File: config.mk
export PLATFORM = sky130hd
export DESIGN_NAME = sha256_msg_schedule_flat
export DESIGN_NICKNAME = d
export VERILOG_FILES = /design/src/rtl/sha256_pkg.sv /design/src/rtl/sha256_msg_schedule_if.sv /design/src/rtl/reduce4to2_nbit.sv /design/src/rtl/sha256_msg_schedule.sv /design/src/flat_wrapper.sv
export SDC_FILE = /design/constraint.sdc
export NUM_CORES = 2
export LEC_CHECK = 0
export ABC_AREA = 1
export CAP_MARGIN = 40
export CORE_UTILIZATION = 50
export DETAILED_ROUTE_END_ITERATION = 8
export PLACE_DENSITY_LB_ADDON = 0.05
export SLEW_MARGIN = 10
export SYNTH_ARGS = -nofsm -noshare
export SYNTH_HDL_FRONTEND = slang
export SYNTH_HIERARCHICAL = 1
export SYNTH_SLANG_ARGS = --single-unit
File: constraint.sdc
create_clock -name i_clk -period 6.8 [get_ports i_clk]
set_input_delay 1.36 -clock i_clk [delete_from_list [all_inputs] [get_ports i_clk]]
set_output_delay 1.36 -clock i_clk [all_outputs]
set_load 0.05 [all_outputs]
File: src/rtl/sha256_pkg.sv
// Shared SHA-256 schedule constants, FSM state encoding and the small-sigma functions.
// Pure combinational helpers; no state.
package sha256_pkg;

  localparam int BLOCK_WORDS = 16;
  localparam int SCHED_WORDS = 64;

  typedef enum logic [1:0] {
    IDLE   = 2'd0,
    LOAD   = 2'd1,
    EXPAND = 2'd2
  } state_e;

  function automatic logic [31:0] sigma0_small(input logic [31:0] x);
    return {x[6:0], x[31:7]} ^ {x[17:0], x[31:18]} ^ {3'b000, x[31:3]};
  endfunction

  function automatic logic [31:0] sigma1_small(input logic [31:0] x);
    return {x[16:0], x[31:17]} ^ {x[18:0], x[31:19]} ^ {10'b0, x[31:10]};
  endfunction

endpackage

File: src/rtl/sha256_msg_schedule_if.sv
// Block-input and schedule-output handshake bundle of the message-schedule generator.
// slave = schedule generator side, master = producer/consumer side.
interface sha256_msg_schedule_if #(
  parameter int WIDTH = 32
);
  logic             i_start;
  logic             i_word_valid;
  logic [WIDTH-1:0] i_word;
  logic             o_word_ready;
  logic             o_w_valid;
  logic [WIDTH-1:0] o_w;
  logic [5:0]       o_t;
  logic             i_w_ready;
  logic             o_busy;
  logic             o_done;

  modport slave (
    input  i_start, i_word_valid, i_word, i_w_ready,
    output o_word_ready, o_w_valid, o_w, o_t, o_busy, o_done
  );

  modport master (
    output i_start, i_word_valid, i_word, i_w_ready,
    input  o_word_ready, o_w_valid, o_w, o_t, o_busy, o_done
  );
endinterface

File: src/rtl/reduce4to2_nbit.sv
// Four-operand carry-save reducer: a+b+c+d == o_s+o_c (mod 2^WIDTH), o_c already shifted.
// Purely combinational, two layers of 3:2 full adders.
module reduce4to2_nbit #(
  parameter int WIDTH = 32
) (
  input  logic [WIDTH-1:0] i_a,
  input  logic [WIDTH-1:0] i_b,
  input  logic [WIDTH-1:0] i_c,
  input  logic [WIDTH-1:0] i_d,
  output logic [WIDTH-1:0] o_s,
  output logic [WIDTH-1:0] o_c
);
  logic [WIDTH-1:0] s1;
  logic [WIDTH-1:0] c1;

  assign s1  = i_a ^ i_b ^ i_c;
  assign c1  = ((i_a & i_b) | (i_a & i_c) | (i_b & i_c)) << 1;
  assign o_s = s1 ^ c1 ^ i_d;
  assign o_c = ((s1 & c1) | (s1 & i_d) | (c1 & i_d)) << 1;
endmodule

File: src/rtl/sha256_msg_schedule.sv
// SHA-256 message schedule: loads 16 words, then emits W0..W63 one per cycle, W0 two cycles after the last load.
// Output is a single register stage; a stalled consumer holds o_w/o_t and pauses expansion.
module sha256_msg_schedule
  import sha256_pkg::*;
#(
  parameter int WIDTH = 32
) (
  input  logic                  i_clk,
  input  logic                  i_rst_n,
  sha256_msg_schedule_if.slave  bus
);

  state_e           state_q, state_d;
  logic [3:0]       ld_cnt_q, ld_cnt_d;
  logic [6:0]       t_q, t_d;
  logic             w_vld_q, w_vld_d;
  logic [WIDTH-1:0] w_q, w_d;
  logic [5:0]       t_out_q, t_out_d;
  logic [WIDTH-1:0] buf_q [BLOCK_WORDS];

  logic             buf_we;
  logic [3:0]       buf_waddr;
  logic [WIDTH-1:0] buf_wdata;
  logic             done;

  logic [3:0]       idx, idx_m2, idx_m7, idx_m15;
  logic [WIDTH-1:0] op_a, op_b, op_c, op_d;
  logic [WIDTH-1:0] csa_s, csa_c, w_exp, w_new;
  logic             t_is_low, out_hs, issue;

  // Ring indices: t-16 aliases t itself, t-15 aliases t+1.
  assign idx     = t_q[3:0];
  assign idx_m2  = idx - 4'd2;
  assign idx_m7  = idx - 4'd7;
  assign idx_m15 = idx + 4'd1;

  assign op_a = sigma1_small(buf_q[idx_m2]);
  assign op_b = buf_q[idx_m7];
  assign op_c = sigma0_small(buf_q[idx_m15]);
  assign op_d = buf_q[idx];

  reduce4to2_nbit #(.WIDTH(WIDTH)) u_reduce (
    .i_a (op_a),
    .i_b (op_b),
    .i_c (op_c),
    .i_d (op_d),
    .o_s (csa_s),
    .o_c (csa_c)
  );

  assign w_exp    = csa_s + csa_c;
  assign t_is_low = (t_q < 7'(BLOCK_WORDS));
  assign w_new    = t_is_low ? buf_q[idx] : w_exp;

  assign out_hs = w_vld_q & bus.i_w_ready;
  assign issue  = (state_q == EXPAND) && (t_q < 7'(SCHED_WORDS)) && (!w_vld_q || bus.i_w_ready);

  always_comb begin
    state_d   = state_q;
    ld_cnt_d  = ld_cnt_q;
    t_d       = t_q;
    w_vld_d   = w_vld_q;
    w_d       = w_q;
    t_out_d   = t_out_q;
    buf_we    = 1'b0;
    buf_waddr = ld_cnt_q;
    buf_wdata = bus.i_word;
    done      = 1'b0;
    case (state_q)
      IDLE: begin
        if (bus.i_start) begin
          state_d  = LOAD;
          ld_cnt_d = '0;
          t_d      = '0;
        end
      end
      LOAD: begin
        if (bus.i_word_valid) begin
          buf_we   = 1'b1;
          ld_cnt_d = ld_cnt_q + 4'd1;
          if (ld_cnt_q == 4'(BLOCK_WORDS - 1)) state_d = EXPAND;
        end
      end
      EXPAND: begin
        if (out_hs) begin
          w_vld_d = 1'b0;
          if (t_out_q == 6'(SCHED_WORDS - 1)) begin
            done    = 1'b1;
            state_d = IDLE;
          end
        end
        if (issue) begin
          w_vld_d = 1'b1;
          w_d     = w_new;
          t_out_d = t_q[5:0];
          t_d     = t_q + 7'd1;
          // Expanded words overwrite the slot of W[t-16], which is no longer needed.
          if (!t_is_low) begin
            buf_we    = 1'b1;
            buf_waddr = idx;
            buf_wdata = w_exp;
          end
        end
      end
      default: state_d = IDLE;
    endcase
  end

  always_ff @(posedge i_clk or negedge i_rst_n) begin
    if (!i_rst_n) begin
      state_q  <= IDLE;
      ld_cnt_q <= '0;
      t_q      <= '0;
      w_vld_q  <= 1'b0;
      w_q      <= '0;
      t_out_q  <= '0;
      for (int i = 0; i < BLOCK_WORDS; i++) buf_q[i] <= '0;
    end else begin
      state_q  <= state_d;
      ld_cnt_q <= ld_cnt_d;
      t_q      <= t_d;
      w_vld_q  <= w_vld_d;
      w_q      <= w_d;
      t_out_q  <= t_out_d;
      if (buf_we) buf_q[buf_waddr] <= buf_wdata;
    end
  end

  assign bus.o_word_ready = (state_q == LOAD);
  assign bus.o_busy       = (state_q != IDLE);
  assign bus.o_w_valid    = w_vld_q;
  assign bus.o_w          = w_q;
  assign bus.o_t          = t_out_q;
  assign bus.o_done       = done;

endmodule

File: src/flat_wrapper.sv
// flat-port wrapper written by rule: the top's interface ports become plain ports
module sha256_msg_schedule_flat import sha256_pkg::*;
#(
  parameter int WIDTH = 32
)
  (i_clk, i_rst_n, bus_i_start, bus_i_word_valid, bus_i_word, bus_i_w_ready, bus_o_word_ready, bus_o_w_valid, bus_o_w, bus_o_t, bus_o_busy, bus_o_done);
  sha256_msg_schedule_if #(.WIDTH(WIDTH)) bus_i ();
  input  logic i_clk;
  input  logic i_rst_n;
  input wire logic [$bits(bus_i.i_start)-1:0] bus_i_start;
  input wire logic [$bits(bus_i.i_word_valid)-1:0] bus_i_word_valid;
  input wire logic [$bits(bus_i.i_word)-1:0] bus_i_word;
  input wire logic [$bits(bus_i.i_w_ready)-1:0] bus_i_w_ready;
  output wire logic [$bits(bus_i.o_word_ready)-1:0] bus_o_word_ready;
  output wire logic [$bits(bus_i.o_w_valid)-1:0] bus_o_w_valid;
  output wire logic [$bits(bus_i.o_w)-1:0] bus_o_w;
  output wire logic [$bits(bus_i.o_t)-1:0] bus_o_t;
  output wire logic [$bits(bus_i.o_busy)-1:0] bus_o_busy;
  output wire logic [$bits(bus_i.o_done)-1:0] bus_o_done;
  assign bus_i.i_start = bus_i_start;
  assign bus_i.i_word_valid = bus_i_word_valid;
  assign bus_i.i_word = bus_i_word;
  assign bus_i.i_w_ready = bus_i_w_ready;
  assign bus_o_word_ready = bus_i.o_word_ready;
  assign bus_o_w_valid = bus_i.o_w_valid;
  assign bus_o_w = bus_i.o_w;
  assign bus_o_t = bus_i.o_t;
  assign bus_o_busy = bus_i.o_busy;
  assign bus_o_done = bus_i.o_done;
  sha256_msg_schedule #(.WIDTH(WIDTH)) u_core (.i_clk(i_clk), .i_rst_n(i_rst_n), .bus(bus_i));
endmodule
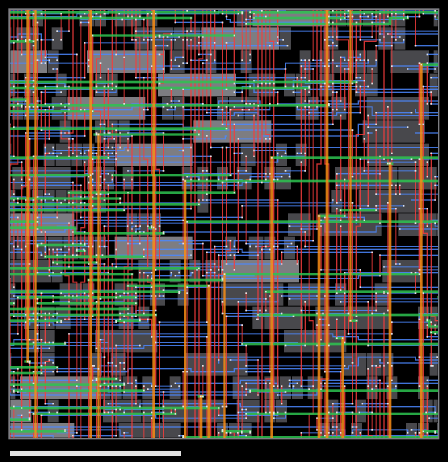
**Above:** zoomed window.
The bar under the picture is 20 um long. Region (118, 175) to (168, 225) um. Cells in grey, sequential cells in the stronger grey; small squares are vias.
Key: metal 4 = orange; metal 3 = green; metal 1 = blue; metal 2 = red
Sequential cells in the window: 12. Netlist names of flops here include u_core/buf_q (12). 191 logic cells have their middle in the window. Most frequent: nand2_1 (86), o21ai_0 (28), fa_1 (13).

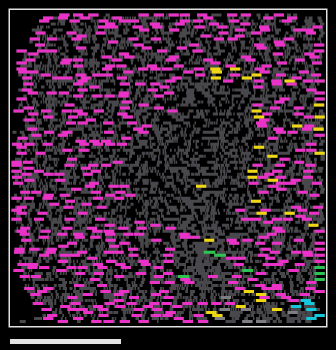
**Above:** sequential cells coloured by netlist name.
The bar under the picture is 100 um long. Other sequential cells in the stronger grey, the rest of the logic in the fainter grey.
Key: u_core/buf_q = magenta [flops 512, where widely spread]; u_core/bus.o_t = cyan [flops 6, where lower right]; u_core/t_q = green [flops 7]; u_core/bus.o_w = yellow [flops 32]
Another 7 sequential cells are not coloured.
Core Util, Final: 56.1%
register fraction of the total cell area: 31.7%
area of all sequential standard cells: 14100 sq um

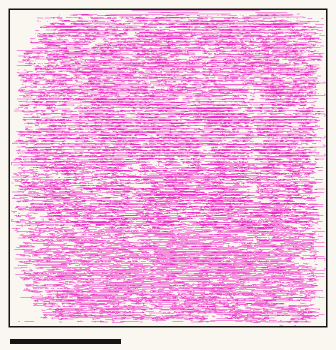
**Above:** met1 routing.
The bar under the picture is 100 um long.
The layer holds 40% of the routed length. The wires run mostly horizontal.
total detailed-routing wirelength: 174000 um
global routing usage on met1: 58.3%
vias after detailed routing: 43000

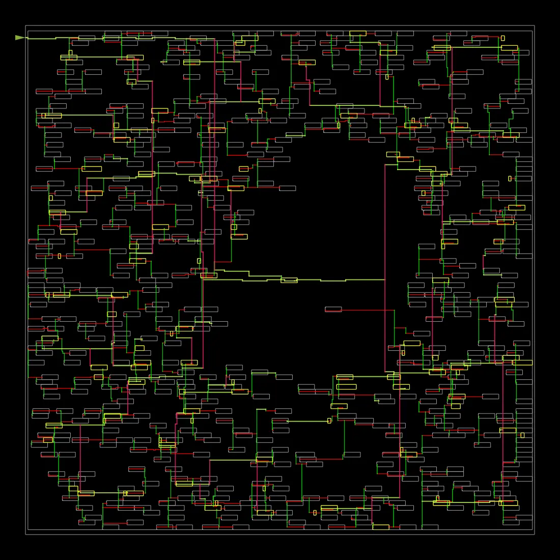
**Above:** clock nets.
total clock buffers created by CTS: 70
flip-flops: 564

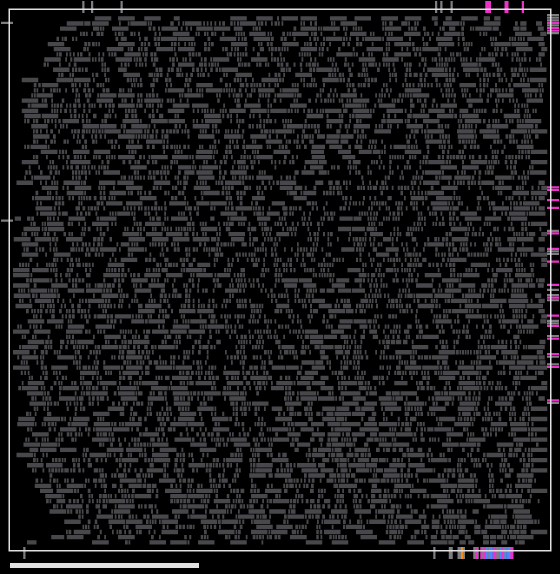
**Above:** pin placement.
The bar under the picture is 100 um long. Pins as bars across the die edge, other pins in grey.
Key: bus_o_w = magenta [pins 32, direction output, edge 18 right, 8 bottom, 6 top]; bus_i_word_valid = orange [pins 1, direction input, edge bottom]; bus_o_t = blue [pins 6, direction output, edge bottom]
All pins by edge: 35 right, 30 bottom, 12 top, 2 left.
die boundary width: 286 um
number of port buffers: 78
height of the chip: 286 um

sequential cells by signal, indices dropped and copies added (netlist names):
| signal | count |
|---|---|
| u_core/buf_q | 512 |
| u_core/bus.o_w | 32 |
| u_core/t_q | 7 |
| u_core/bus.o_t | 6 |
| u_core/ld_cnt_q | 4 |
| u_core/state_q | 2 |
| u_core/bus.o_w_valid | 1 |
per-layer routing:
metal / up-vias / track usage, % / share of wire (%)
li1: 19900 / - / -
met3: 509 / 9.08 / 12
met5: - / 0 / 0.016
met4: 4 / 22.6 / 6.2
met2: 2630 / 61.0 / 41
met1: 20000 / 58.3 / 40
==> notes.org <==
#+TITLE: Flow metrics

** Run status
- The run finished with clean final reports.

** Cells and area
- Looking at the area split, the leading class of cells is multi-input combinational cells.
- Diodes inserted :: 3
- The top cell type in the final layout, fill and taps aside, is nand2_1.
- Counting plain and timing-repair buffers in the layout gives 236.
- Logic share of the area :: 51.1%
- Number of clock buffers in the layout :: 103
- Multi-input logic area :: 22800 sq um
- Top cells excl fill/tap :: nand2_1, o21ai_0, dfrtp_1
- Buffers outside the clock tree occupy 5.45% of the routed design's cell area.
- Cells with a size suffix above 1 make up 6.12% of the layout.

** Global routing
- The number of global-route vias before repair was 38100.
- Summed over all routing layers, the global router reports a total usage of 42.0%.

** Synth
- Most frequent cell after synthesis :: nand2_1
- Post-synth EDFFs :: 0
- Yosys reported a register bit count of 564.
- Portion of synthesized cell area occupied by the leading cell type :: 35.0%
- Post-synthesis compound-gate area fraction :: 13.5%
- Ranked by instance count, the synthesized netlist is headed by nand2_1, o21ai_0, dfrtp_1.
- Each instance of the synthesized netlist takes up on average 6.37 sq um.
- Area of the synthesized netlist per yosys stat :: 40300 sq um

** Detailed routing
- The count of nets left with antenna violations once routing finished came out at 0.
- Detailed-route wire length per cell :: 23.8 um
- Vias per Instance :: 5.87

** Clock network
- Number of buffers between clock root and the deepest sink :: 3
- Per the CTS log, the maximum H-tree level is 3.
- Resize count post-CTS :: 0
- After clock tree synthesis, the flow added hold-fix buffers numbering 0.

** Timing
- Transition time at the pin with the least slew margin :: 1.08 ns
- In the final run the clock tree shows a worst skew of 0.0394 ns.
- Worst hold slack :: 0.478 ns
- The highest clock rate this design can be run at is 155 MHz.

** Placement
- The post-placement cell area is 42200 sq um.
- Setup slack after placement :: 0.598 ns

** Critical path
- Startpoint Class :: flip-flop
- CP max FO :: 47
- CP bufs+invs :: 2
- Setup crit end kind :: flip-flop

** Die
- Die outline area :: 81800 sq um
- In this run the core area contains 103 standard-cell rows.

** Worst hold path
- STA reports the tightest min-delay check as being of type flip-flop to flip-flop.
